## config.mk

```make
export PLATFORM = sky130hd
export DESIGN_NAME = calc_ctrl
export DESIGN_NICKNAME = d
export VERILOG_FILES = /design/src/rtl/calc_ctrl.sv
export SDC_FILE = /design/constraint.sdc
export NUM_CORES = 1
export LEC_CHECK = 0
export ABC_AREA = 1
export CAP_MARGIN = 25
export CORE_MARGIN = 2
export CORE_UTILIZATION = 40
export DETAILED_ROUTE_END_ITERATION = 10
export PLACE_DENSITY = 0.62
export SLEW_MARGIN = 40
export SYNTH_ARGS = -nofsm -noshare
export SYNTH_HDL_FRONTEND = slang
export SYNTH_SLANG_ARGS = --single-unit
```

## constraint.sdc

```tcl
create_clock -name clock -period 16.8 [get_ports clock]
set_clock_uncertainty 0.05 [all_clocks]
set_input_delay 4.2 -clock clock [delete_from_list [all_inputs] [get_ports clock]]
set_output_delay 4.2 -clock clock [all_outputs]
set_load 0.03 [all_outputs]
```

## src/rtl/calc_ctrl.sv

```systemverilog
// calc_ctrl: keypad sequencing controller for the calculator.
// Decodes the level-held 4-bit keypad command into edge events, builds two
// decimal operands digit by digit, launches the ALU with a start/done
// handshake, and guards the wait for the ALU with a timeout.
module calc_ctrl #(
  parameter int DIGITS  = 8,
  parameter int W       = 27,
  parameter int TIMEOUT = 255
) (
  input  logic         clock,
  input  logic         reset,
  input  logic [3:0]   cmd,
  output logic [W-1:0] alu_a,
  output logic [W-1:0] alu_b,
  output logic [1:0]   alu_op,
  output logic         alu_start,
  input  logic         alu_done,
  input  logic [W-1:0] alu_result,
  input  logic         alu_ovf,
  output logic [W-1:0] disp_value,
  output logic [1:0]   status,
  output logic [2:0]   EA,
  output logic [2:0]   PE
);

  localparam int CW = $clog2(DIGITS + 1);
  localparam int TW = $clog2(TIMEOUT + 1);

  localparam logic [2:0] S_WAIT_A = 3'd0;
  localparam logic [2:0] S_WAIT_B = 3'd1;
  localparam logic [2:0] S_START  = 3'd2;
  localparam logic [2:0] S_BUSY   = 3'd3;
  localparam logic [2:0] S_RESULT = 3'd4;
  localparam logic [2:0] S_ERROR  = 3'd5;

  localparam logic [3:0] CMD_ADD  = 4'b1010;
  localparam logic [3:0] CMD_SUB  = 4'b1011;
  localparam logic [3:0] CMD_MUL  = 4'b1100;
  localparam logic [3:0] CMD_BKSP = 4'b1101;
  localparam logic [3:0] CMD_EQ   = 4'b1110;
  localparam logic [3:0] CMD_IDLE = 4'b1111;

  localparam logic [1:0] ST_READY = 2'b00;
  localparam logic [1:0] ST_BUSY  = 2'b01;
  localparam logic [1:0] ST_ERROR = 2'b10;
  localparam logic [1:0] ST_FULL  = 2'b11;

  logic [2:0]    state_q, state_d;
  logic [W-1:0]  a_q, a_d;
  logic [W-1:0]  b_q, b_d;
  logic [CW-1:0] cnt_q, cnt_d;
  logic [1:0]    op_q, op_d;
  logic [TW-1:0] tmr_q, tmr_d;
  logic [3:0]    cmd_q;

  logic evt, is_digit, is_op, is_bksp, is_eq;
  logic can_add, can_del;
  logic [1:0] op_code;

  // A*10 + d is formed four bits wider than the operand; the digit count
  // bound keeps the true value inside W bits, so truncation loses nothing.
  function automatic logic [W-1:0] append_digit(input logic [W-1:0] v,
                                                input logic [3:0]   d);
    logic [W+3:0] wide;
    wide = ({4'b0000, v} * (W+4)'(10)) + (W+4)'(d);
    return wide[W-1:0];
  endfunction

  // Keypad operator code to ALU operator encoding.
  always_comb begin
    unique case (cmd)
      CMD_SUB: op_code = 2'b01;
      CMD_MUL: op_code = 2'b10;
      default: op_code = 2'b00;
    endcase
  end

  // Event decode: a new, non-idle key compared with last cycle's command.
  always_comb begin
    evt      = (cmd != cmd_q) && (cmd != CMD_IDLE);
    is_digit = evt && (cmd <= 4'd9);
    is_op    = evt && (cmd == CMD_ADD || cmd == CMD_SUB || cmd == CMD_MUL);
    is_bksp  = evt && (cmd == CMD_BKSP);
    is_eq    = evt && (cmd == CMD_EQ);
    can_add  = cnt_q < CW'(DIGITS);
    can_del  = cnt_q != '0;
  end

  // Next-state and datapath update for every control register.
  always_comb begin
    // NOTE: every output of this block gets a default first so no path
    // leaves a variable unassigned, which would otherwise infer a latch.
    state_d = state_q;
    a_d     = a_q;
    b_d     = b_q;
    cnt_d   = cnt_q;
    op_d    = op_q;
    tmr_d   = tmr_q;

    unique case (state_q)
      S_WAIT_A: begin
        if (is_digit && can_add) begin
          a_d   = append_digit(a_q, cmd);
          cnt_d = cnt_q + CW'(1);
        end else if (is_bksp && can_del) begin
          a_d   = a_q / W'(10);
          cnt_d = cnt_q - CW'(1);
        end else if (is_op) begin
          op_d    = op_code;
          b_d     = '0;
          cnt_d   = '0;
          state_d = S_WAIT_B;
        end
      end
      S_WAIT_B: begin
        if (is_digit && can_add) begin
          b_d   = append_digit(b_q, cmd);
          cnt_d = cnt_q + CW'(1);
        end else if (is_bksp && can_del) begin
          b_d   = b_q / W'(10);
          cnt_d = cnt_q - CW'(1);
        end else if (is_op) begin
          op_d = op_code;
        end else if (is_eq) begin
          state_d = S_START;
        end
      end
      S_START: begin
        tmr_d   = '0;
        state_d = S_BUSY;
      end
      S_BUSY: begin
        // A done pulse takes priority over a timeout in the same cycle.
        if (alu_done) begin
          if (alu_ovf) begin
            state_d = S_ERROR;
          end else begin
            a_d     = alu_result;
            state_d = S_RESULT;
          end
        end else begin
          tmr_d = tmr_q + TW'(1);
          if ({1'b0, tmr_q} + (TW+1)'(1) == (TW+1)'(TIMEOUT)) begin
            state_d = S_ERROR;
          end
        end
      end
      S_RESULT: begin
        if (is_digit) begin
          a_d     = W'(cmd);
          cnt_d   = CW'(1);
          state_d = S_WAIT_A;
        end else if (is_op) begin
          op_d    = op_code;
          b_d     = '0;
          cnt_d   = '0;
          state_d = S_WAIT_B;
        end else if (is_eq) begin
          state_d = S_START;
        end
      end
      S_ERROR: begin
        if (is_digit) begin
          a_d     = W'(cmd);
          b_d     = '0;
          cnt_d   = CW'(1);
          state_d = S_WAIT_A;
        end
      end
      default: state_d = S_WAIT_A;
    endcase
  end

  // State and operand registers with synchronous reset.
  always_ff @(posedge clock) begin
    // NOTE: sequential state uses non-blocking assignments so every register
    // samples the pre-edge values regardless of statement order.
    if (reset) begin
      state_q <= S_WAIT_A;
      a_q     <= '0;
      b_q     <= '0;
      cnt_q   <= '0;
      op_q    <= 2'b00;
      tmr_q   <= '0;
      cmd_q   <= CMD_IDLE;
    end else begin
      state_q <= state_d;
      a_q     <= a_d;
      b_q     <= b_d;
      cnt_q   <= cnt_d;
      op_q    <= op_d;
      tmr_q   <= tmr_d;
      cmd_q   <= cmd;
    end
  end

  // Display source and status LEDs derived from the current state.
  always_comb begin
    disp_value = '0;
    status     = ST_READY;
    unique case (state_q)
      S_WAIT_A, S_RESULT:       disp_value = a_q;
      S_WAIT_B, S_START, S_BUSY: disp_value = b_q;
      default:                  disp_value = '0;
    endcase
    if (state_q == S_ERROR) begin
      status = ST_ERROR;
    end else if (state_q == S_START || state_q == S_BUSY) begin
      status = ST_BUSY;
    end else if ((state_q == S_WAIT_A || state_q == S_WAIT_B) &&
                 cnt_q == CW'(DIGITS)) begin
      status = ST_FULL;
    end
  end

  assign alu_a     = a_q;
  assign alu_b     = b_q;
  assign alu_op    = op_q;
  assign alu_start = (state_q == S_START);
  assign EA        = state_q;
  assign PE        = state_d;

endmodule

```

run_1/clock_map.png
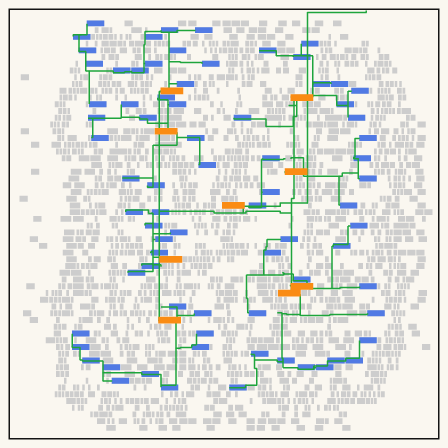
[cells driving clock nets] orange | count: 9
[flip-flops] blue | count: 75
[clock wires] green | length: 1390 um
routed clock nets	10
flops lie	spread over the die
Skew-Pair Late Insertion Delay: 350 ps

run_1/cell_classes.png
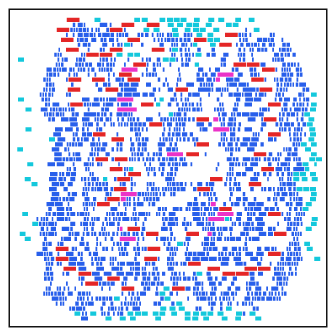
class	colour	cells	share of their area
all other logic	blue	1755	76%
other buffers and delay cells	cyan	135	10%
clock drivers and dummy loads	magenta	16	2.3%
flip-flops	red	75	12%
Core Area: 27900 um^2
final core utilization: 0.478

run_1/metal_stack.png
Two of the layers only.
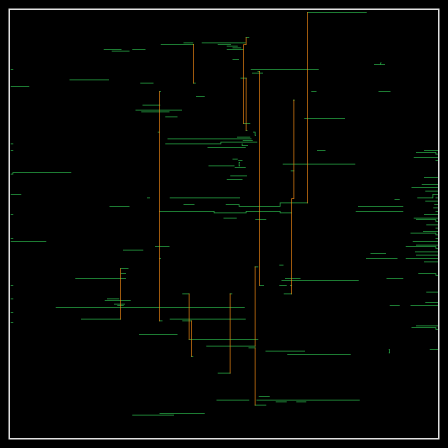
layer	colour	wire length
met3	green	1350 um
met4	orange	547 um
Avg WL per Cell: 14.4 um
WL final: 33.9 mm
all-layer global routing usage: 0.226
vias: 12300

run_1/pins.png
Pins as bars across the die edge, other pins in grey.
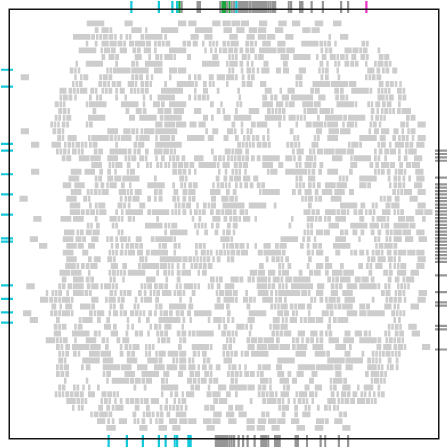
port	colour	pins	direction	edge
`clock`	magenta	1	input	top
`alu_b`	cyan	27	output	13 left, 9 bottom, 5 top
`cmd`	green	4	input	top
all pins by edge	42 top, 36 right, 36 bottom, 13 left
die height: 173 um
# port buffers: 126

==> impl_metrics.ini, run 1 <==
; flow metrics
[layout]
dominant_cells = multi-input combinational cells
final-nonclk-buf-share = 0.0991
sh_comb_area = 0.649
signal_buffers = 135
seq_area_um2 = 1500
nFillCells = 2935
inverters = 290
design_area_um2 = 13400

[critical_path]
critPathMaxStageDelay_ps = 620
worst_path_most_repeated_cell = clkdlybuf4s50_1
cp_top_family = buffers and inverters
arrival_ps = 6770
path_depth = 9
crit_type = primary input to output pin

[route]
wl_met2_mm = 15.2
wl_met1_mm = 16.7
vias_per_cell = 5.21
drc = 0
antenna_left = 0

[yosys]
synthMuxAreaShare = 0
simple_gate_area_frac = 0.401
ys.flop_type = dfxtp_1
yosys-stat-cells = 1865
yosysUniqueCellTypes = 49
syn_area_per_cell_um2 = 6.10
ys.warnings.count = 0
synth_cells = 1865
common_cells = 417 x nand2_1, 233 x inv_1, 229 x nand3_1

[flow_run]
tool_warnings = 28

[clocking]
cts_setup_buffers = 0
hold_buffers = 0
root_buffer = clkbuf_16

[final_timing]
hold_viol = 0
worst_slack_ps = 5780
setup_violations = 0
relSlewSlack = 0.419

[run_status]
status = finished clean

[global_routing]
met3_usage = 0.0213
gr-usage-met2 = 0.377

[placement]
place_ws_ps = 5800
run_1/final_congestion.png
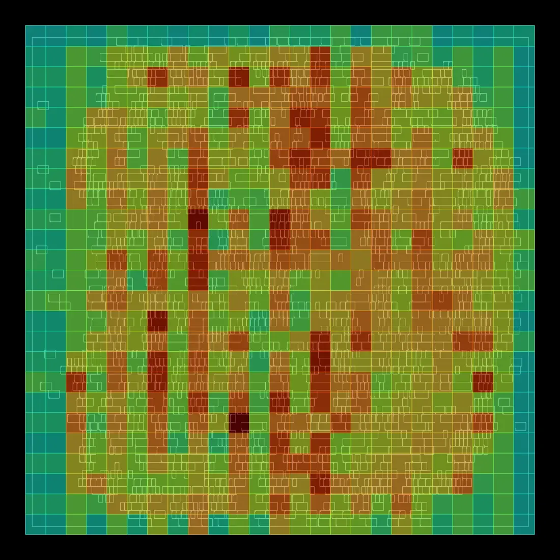

==> run 2: changes to the inputs <==
PLACE_DENSITY = 0.64   (was 0.62)
clock period = 10 ns   (was 16.8 ns; I/O delays follow)
run_2/final_congestion.png
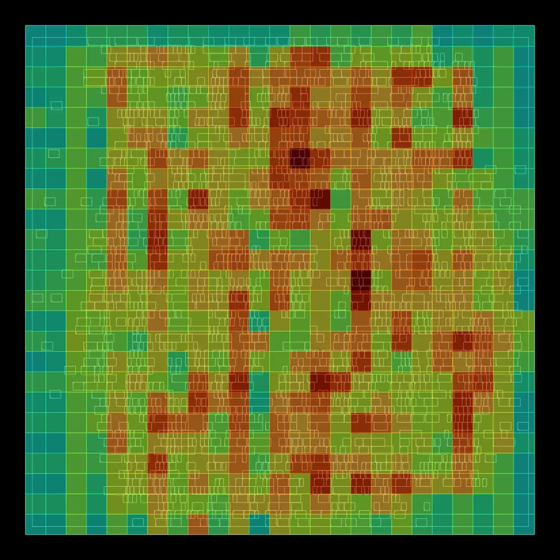
final core utilization: 0.478
M3 GR Usage: 0.0211
Avg WL per Cell: 14.5 um
GRT Max-Usage Layer: met2

run_2/cell_classes.png
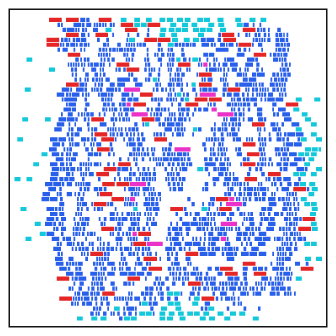
class	colour	cells	share of their area
flip-flops	red	75	12%
all other logic	blue	1755	76%
other buffers and delay cells	cyan	135	10%
clock drivers and dummy loads	magenta	16	2.2%
final instance area: 13300 um^2
Seq area share: 0.113
num rows: 61

==> impl_metrics.ini, run 2 <==
; flow metrics
[final_timing]
hold_viol = 0
relSlewSlack = 0.413
worst_slack_ps = 1340

[yosys]
common_cells = 417 x nand2_1, 233 x inv_1, 229 x nand3_1
synth_cells = 1865
ys.warnings.count = 0
synthMuxAreaShare = 0
syn_area_per_cell_um2 = 6.10

[route]
drc = 0
antenna_left = 0
wl_met2_mm = 15.1
vias_per_cell = 5.33
num_vias = 12600

[clocking]
cts_setup_buffers = 0
clock_latency_ps = 360
hold_buffers = 0

[flow_run]
tool_warnings = 28

[layout]
final-nonclk-buf-share = 0.0992
seq_area_um2 = 1500
dominant_cells = multi-input combinational cells
nFillCells = 2971
inverters = 290
sh_comb_area = 0.650

[die]
core-area_um2 = 27900
die_h_um = 173

[global_routing]
grt_usage = 0.223

[placement]
place_ws_ps = 1280

[critical_path]
cp_top_family = simple AND/OR/NAND/NOR gates
path_depth = 104
arrival_ps = 8820
critPathMaxStageDelay_ps = 350

[run_status]
status = finished clean
run_2/clock_map.png
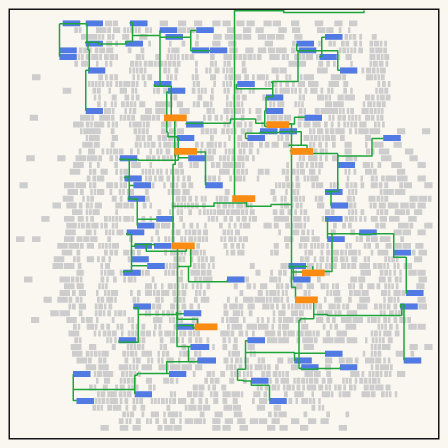

==> run 3: changes to the inputs <==
CORE_UTILIZATION = 25   (was 40)
PLACE_DENSITY = 0.45   (was 0.64)
run_3/clock_map.png
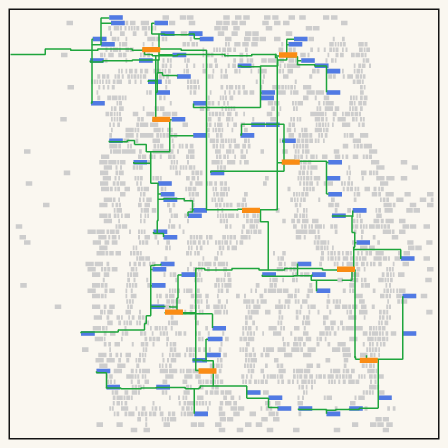
Skew-Pair Late Insertion Delay: 380 ps

run_3/metal_stack.png
Two of the layers only.
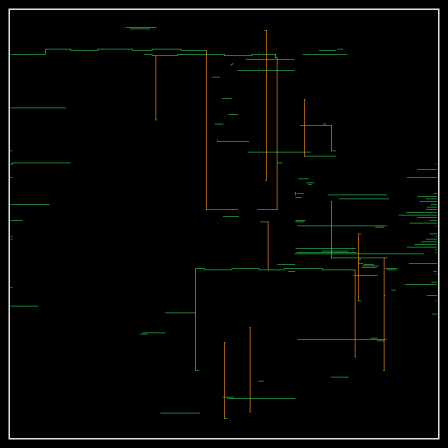
layer	colour	wire length
met3	green	1350 um
met4	orange	633 um
vias: 12300
all-layer global routing usage: 0.164
Avg WL per Cell: 15.0 um
WL final: 38.6 mm

==> impl_metrics.ini, run 3 <==
; flow metrics
[yosys]
synthXorXnorAreaFrac = 0.0677
yosys-stat-cells = 1865
synthMuxAreaShare = 0
synth_cells = 1865
yosysUniqueCellTypes = 49
ys.warnings.count = 0
simple_gate_area_frac = 0.401
ys.flop_type = dfxtp_1
common_cells = 417 x nand2_1, 233 x inv_1, 229 x nand3_1

[critical_path]
required_ps = 10270
arrival_ps = 9030
path_depth = 85
worst_path_most_repeated_cell = nand2_1
critPathMaxStageDelay_ps = 580
crit_type = flop to flop
reg2reg_depth = 85
cp_top_family = simple AND/OR/NAND/NOR gates

[final_timing]
hold_viol = 0
setup_violations = 0
slew_violations = 0
worst_slack_ps = 1240

[route]
vias_per_cell = 4.77
met3_wirelength_mm = 1.35
drc = 0
wl_met1_mm = 18.8
antenna_left = 0
wl_met2_mm = 17.8

[layout]
stdcell_count = 2584
nFillCells = 5009
seq_area_frac = 0.110
final-nonclk-buf-share = 0.0988
syn_to_final_growth_pct = 20.1
seq_area_um2 = 1510
sh_comb_area = 0.634
utilization = 0.303
dominant_cells = multi-input combinational cells
inverters = 290
design_area_um2 = 13700
signal_buffers = 138

[run_status]
status = finished clean

[global_routing]
gr-usage-met2 = 0.277
met3_usage = 0.0246
top_usage_layer = met2

[die]
row_count = 78
core-area_um2 = 45200
die_h_um = 217

[placement]
io_buffer_count = 126
place_ws_ps = 1180

[clocking]
root_buffer = clkbuf_16
cts_setup_buffers = 0
hold_buffers = 0
cts.repair.resized = 0
cts.path.max_buffers = 2

[flow_run]
maxCapViolCount = 0
tool_warnings = 28

[hold_path]
min_to = tmr_q[7]
hold_class = flop to flop
